[config.mk]
export PLATFORM = sky130hd
export DESIGN_NAME = mux_scan_sequencer_flat
export DESIGN_NICKNAME = d
export VERILOG_FILES = /design/src/rtl/mux_scan_if.sv /design/src/rtl/mux_scan_sequencer.sv /design/src/flat_wrapper.sv
export SDC_FILE = /design/constraint.sdc
export NUM_CORES = 1
export LEC_CHECK = 0
export CORE_AREA = 2 2 39 41
export DETAILED_ROUTE_END_ITERATION = 8
export DIE_AREA = 0 0 41 43
export GPL_ROUTABILITY_DRIVEN = 0
export PLACE_DENSITY = 0.76
export SLEW_MARGIN = 20
export SYNTH_ARGS = -nofsm -noshare
export SYNTH_HDL_FRONTEND = slang
export SYNTH_SLANG_ARGS = --single-unit
[constraint.sdc]
create_clock -name clk -period 2.2 [get_ports clk]
set_input_delay 0.44 -clock clk [delete_from_list [all_inputs] [get_ports clk]]
set_output_delay 0.44 -clock clk [all_outputs]
set_load 0.01 [all_outputs]
[src/rtl/mux_scan_if.sv]
// Handshake and mux-control bundle between the scan sequencer (master) and
// the mux/downstream side (slave).
interface mux_scan_if;
    logic       start;
    logic       continuous;
    logic       mux_out;
    logic       address0;
    logic       address1;
    logic [3:0] sample_data;
    logic       sample_valid;
    logic       sample_ready;
    logic       busy;

    modport master (
        input  start, continuous, mux_out, sample_ready,
        output address0, address1, sample_data, sample_valid, busy
    );

    modport slave (
        output start, continuous, mux_out, sample_ready,
        input  address0, address1, sample_data, sample_valid, busy
    );
endinterface

[src/rtl/mux_scan_sequencer.sv]
// Scans a 4:1 mux channel by channel with settle time, packs the four samples
// into a word and delivers it downstream on a valid/ready handshake.
//
// state   | meaning
// IDLE    | address parked at 0, waiting for start
// SETTLE  | address held, counting settle cycles
// SAMPLE  | capture mux_out into sample_data[addr], advance channel
// DELIVER | word presented, waiting for sample_ready
module mux_scan_sequencer #(
    parameter int SETTLE_CYCLES = 2
) (
    input logic        clk,
    input logic        reset,
    mux_scan_if.master bus
);
    localparam int CW = (SETTLE_CYCLES > 1) ? $clog2(SETTLE_CYCLES) : 1;
    localparam logic [CW-1:0] CNT_LAST = CW'(SETTLE_CYCLES - 1);

    typedef enum logic [1:0] {
        S_IDLE    = 2'd0,
        S_SETTLE  = 2'd1,
        S_SAMPLE  = 2'd2,
        S_DELIVER = 2'd3
    } state_t;

    state_t          r_state;
    logic [1:0]      r_addr;
    logic [CW-1:0]   r_cnt;
    logic [3:0]      r_data;
    logic            r_valid;
    logic            r_busy;

    assign bus.address0     = r_addr[0];
    assign bus.address1     = r_addr[1];
    assign bus.sample_data  = r_data;
    assign bus.sample_valid = r_valid;
    assign bus.busy         = r_busy;

    always_ff @(posedge clk) begin
        if (reset) begin
            r_state <= S_IDLE;
            r_addr  <= 2'd0;
            r_cnt   <= '0;
            r_data  <= 4'd0;
            r_valid <= 1'b0;
            r_busy  <= 1'b0;
        end else begin
            case (r_state)
                S_IDLE: begin
                    r_addr <= 2'd0;
                    if (bus.start) begin
                        r_state <= S_SETTLE;
                        r_cnt   <= '0;
                        r_busy  <= 1'b1;
                    end
                end
                S_SETTLE: begin
                    if (r_cnt == CNT_LAST) begin
                        r_state <= S_SAMPLE;
                    end else begin
                        r_cnt <= r_cnt + CW'(1);
                    end
                end
                S_SAMPLE: begin
                    r_data[r_addr] <= bus.mux_out;
                    if (r_addr == 2'd3) begin
                        r_state <= S_DELIVER;
                        r_valid <= 1'b1;
                    end else begin
                        r_addr  <= r_addr + 2'd1;
                        r_cnt   <= '0;
                        r_state <= S_SETTLE;
                    end
                end
                S_DELIVER: begin
                    // Word and address stay frozen until accepted; this is the backpressure stall.
                    if (bus.sample_ready) begin
                        r_valid <= 1'b0;
                        r_addr  <= 2'd0;
                        r_cnt   <= '0;
                        if (bus.continuous) begin
                            r_state <= S_SETTLE;
                        end else begin
                            r_state <= S_IDLE;
                            r_busy  <= 1'b0;
                        end
                    end
                end
                default: begin
                    r_state <= S_IDLE;
                    r_addr  <= 2'd0;
                    r_valid <= 1'b0;
                    r_busy  <= 1'b0;
                end
            endcase
        end
    end
endmodule
[src/flat_wrapper.sv]
// flat-port wrapper written by rule: the top's interface ports become plain ports
module mux_scan_sequencer_flat 
#(
    parameter int SETTLE_CYCLES = 2
)
  (clk, reset, bus_start, bus_continuous, bus_mux_out, bus_sample_ready, bus_address0, bus_address1, bus_sample_data, bus_sample_valid, bus_busy);
  mux_scan_if bus_i ();
  input logic clk;
  input logic reset;
  input wire logic [$bits(bus_i.start)-1:0] bus_start;
  input wire logic [$bits(bus_i.continuous)-1:0] bus_continuous;
  input wire logic [$bits(bus_i.mux_out)-1:0] bus_mux_out;
  input wire logic [$bits(bus_i.sample_ready)-1:0] bus_sample_ready;
  output wire logic [$bits(bus_i.address0)-1:0] bus_address0;
  output wire logic [$bits(bus_i.address1)-1:0] bus_address1;
  output wire logic [$bits(bus_i.sample_data)-1:0] bus_sample_data;
  output wire logic [$bits(bus_i.sample_valid)-1:0] bus_sample_valid;
  output wire logic [$bits(bus_i.busy)-1:0] bus_busy;
  assign bus_i.start = bus_start;
  assign bus_i.continuous = bus_continuous;
  assign bus_i.mux_out = bus_mux_out;
  assign bus_i.sample_ready = bus_sample_ready;
  assign bus_address0 = bus_i.address0;
  assign bus_address1 = bus_i.address1;
  assign bus_sample_data = bus_i.sample_data;
  assign bus_sample_valid = bus_i.sample_valid;
  assign bus_busy = bus_i.busy;
  mux_scan_sequencer #(.SETTLE_CYCLES(SETTLE_CYCLES)) u_core (.clk(clk), .reset(reset), .bus(bus_i));
endmodule
==> flow_metrics.tcl <==
# yosys + openroad results
set metrics [dict create \
    rr_endpoint "u_core.r_addr[1]" \
    numPortBuffers 13 \
    wl_met3_um 17 \
    worstPathRequired_ns 1.76 \
    met2_usage_pct 19.69 \
    n_clock_buffer 3 \
    clkSinkCount 11 \
    p_clk_uw 142 \
    yosys_warnings 0 \
    cp.depth 1 \
    peakVddDrop_mv 0.3744 \
    seq_share_pct 30.19 \
    lay_top_cells "clkdlybuf4s50_1, dfxtp_1, nor2_1, nand3_1, ha_1" \
    largest_reg_flops 4 \
    fillers 131 \
    areaGrowthSynthToFinish_pct 23.52 \
    hold_depth 2 \
    nNonClkInverters 3 \
    end_kind "primary output" \
    top_usage_layer "met2" \
    postCtsSetupBuffers 0 \
    comb_share_pct 43.91 \
    io-pin-count 14 \
    comb_area_um2 320.3 \
    largest_class "combinational gates" \
    fin_area_um2 729.5 \
    clockRootBuffer "clkbuf_4" \
    tns_ns 0 \
    n_all_buffers 13 \
    timing.final.ws_setup_ns 0.4622 \
    netlist_logic_family_top "AND-OR/OR-AND gates" \
    clockNetworkAreaShare_pct 3.774 \
    avgViaCountPerCell 5.110 \
    syn_avg_cell_area_um2 9.374 \
    warnings 29 \
    ys.flop_type "dfxtp_1" \
    yosys.area_share.aoi_pct 22.25 \
    yosysSeqAreaShare_pct 37.29 \
    synthesis.area_um2 590.6 \
    gr-total-overflow 0 \
    place_area_um2 701.9 \
    final_util_pct 52.71 \
    pwr-share-clk_pct 34.7 \
    critPathTopFamily "buffers and inverters" \
    worst_pin_slew_ns 0.4680 \
    grt_pass1_wl_um 1683 \
    final_cells 91 \
    die_area_um2 1763 \
    fa_ha_area_share_pct 8.475 \
    wl_met1_um 522 \
    r2r-start "u_core.r_addr[0]" \
    firstDrtPassIters 4 \
    path_class "reg -> out" \
    use_met1_pct 18.45 \
    internal_power_uw 301.5 \
    num_vias 465 \
    wire_per_inst_um 11.43 \
    synth_cells 63 \
    synth-xor-area-share_pct 1.483 \
    cts_max_level 1 \
    use_met3_pct 3.141 \
    slew_violations 0 \
    top_cells_by_count "dfxtp_1, nor2_1, ha_1, nand3_1" \
    post_cts_resized 0 \
    route.detailed.drc 0 \
    wl_met2_um 473 \
    topCellsByArea "dfxtp_1, ha_1, a21bo_1" \
    ys_area_um2 590.6 \
    path_clk_slew_ns 0.08 \
    outcome "complete, no violations" \
    powerDensity_nw_per_um2 561.5 \
    cts_buffers 3 \
    rsz0062_at_grt "false" \
    cpPeakStageDelay_ns 0.58 \
    yosys_cells 63 \
    critical_path.startpoint "u_core.r_addr[0]" \
    ant_nets 0 \
    syn-num-nets 73 \
    die_h_um 43 \
    fp-row-count 14 \
]
**Placement view**

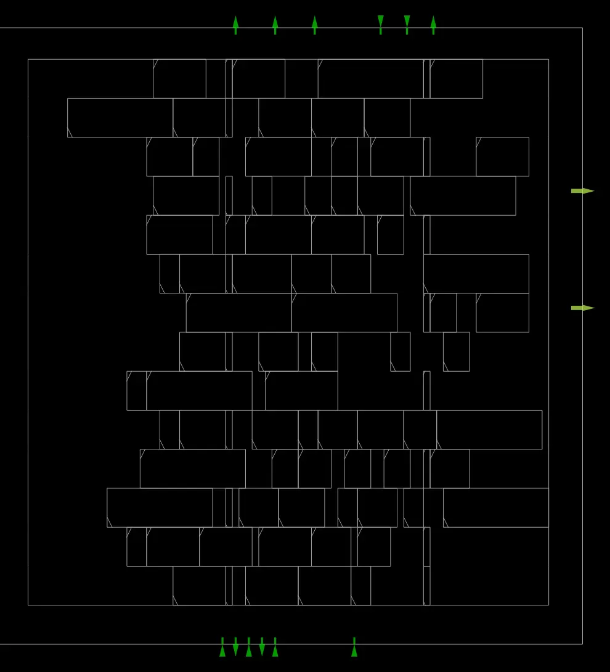
# Taps: 16
core area: 1384 um2

**Routed metal per tile**

Scale: 8 px per um. 8 x 9 tiles, from dark purple (low) to yellow (high), scaled to the fullest tile. Values are wire area over tile area, all layers added.
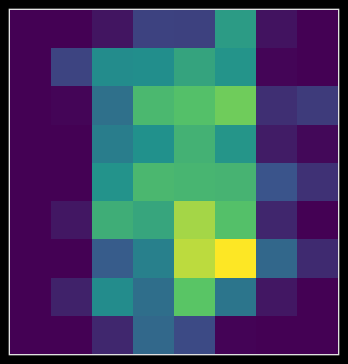
mean over tiles: 0.092
tiles over half the peak: 28%
nearly empty tiles: 32%
emptiest ninth of the die: bottom left
densest ninth of the die: middle

Power and IR drop assume default switching activity.
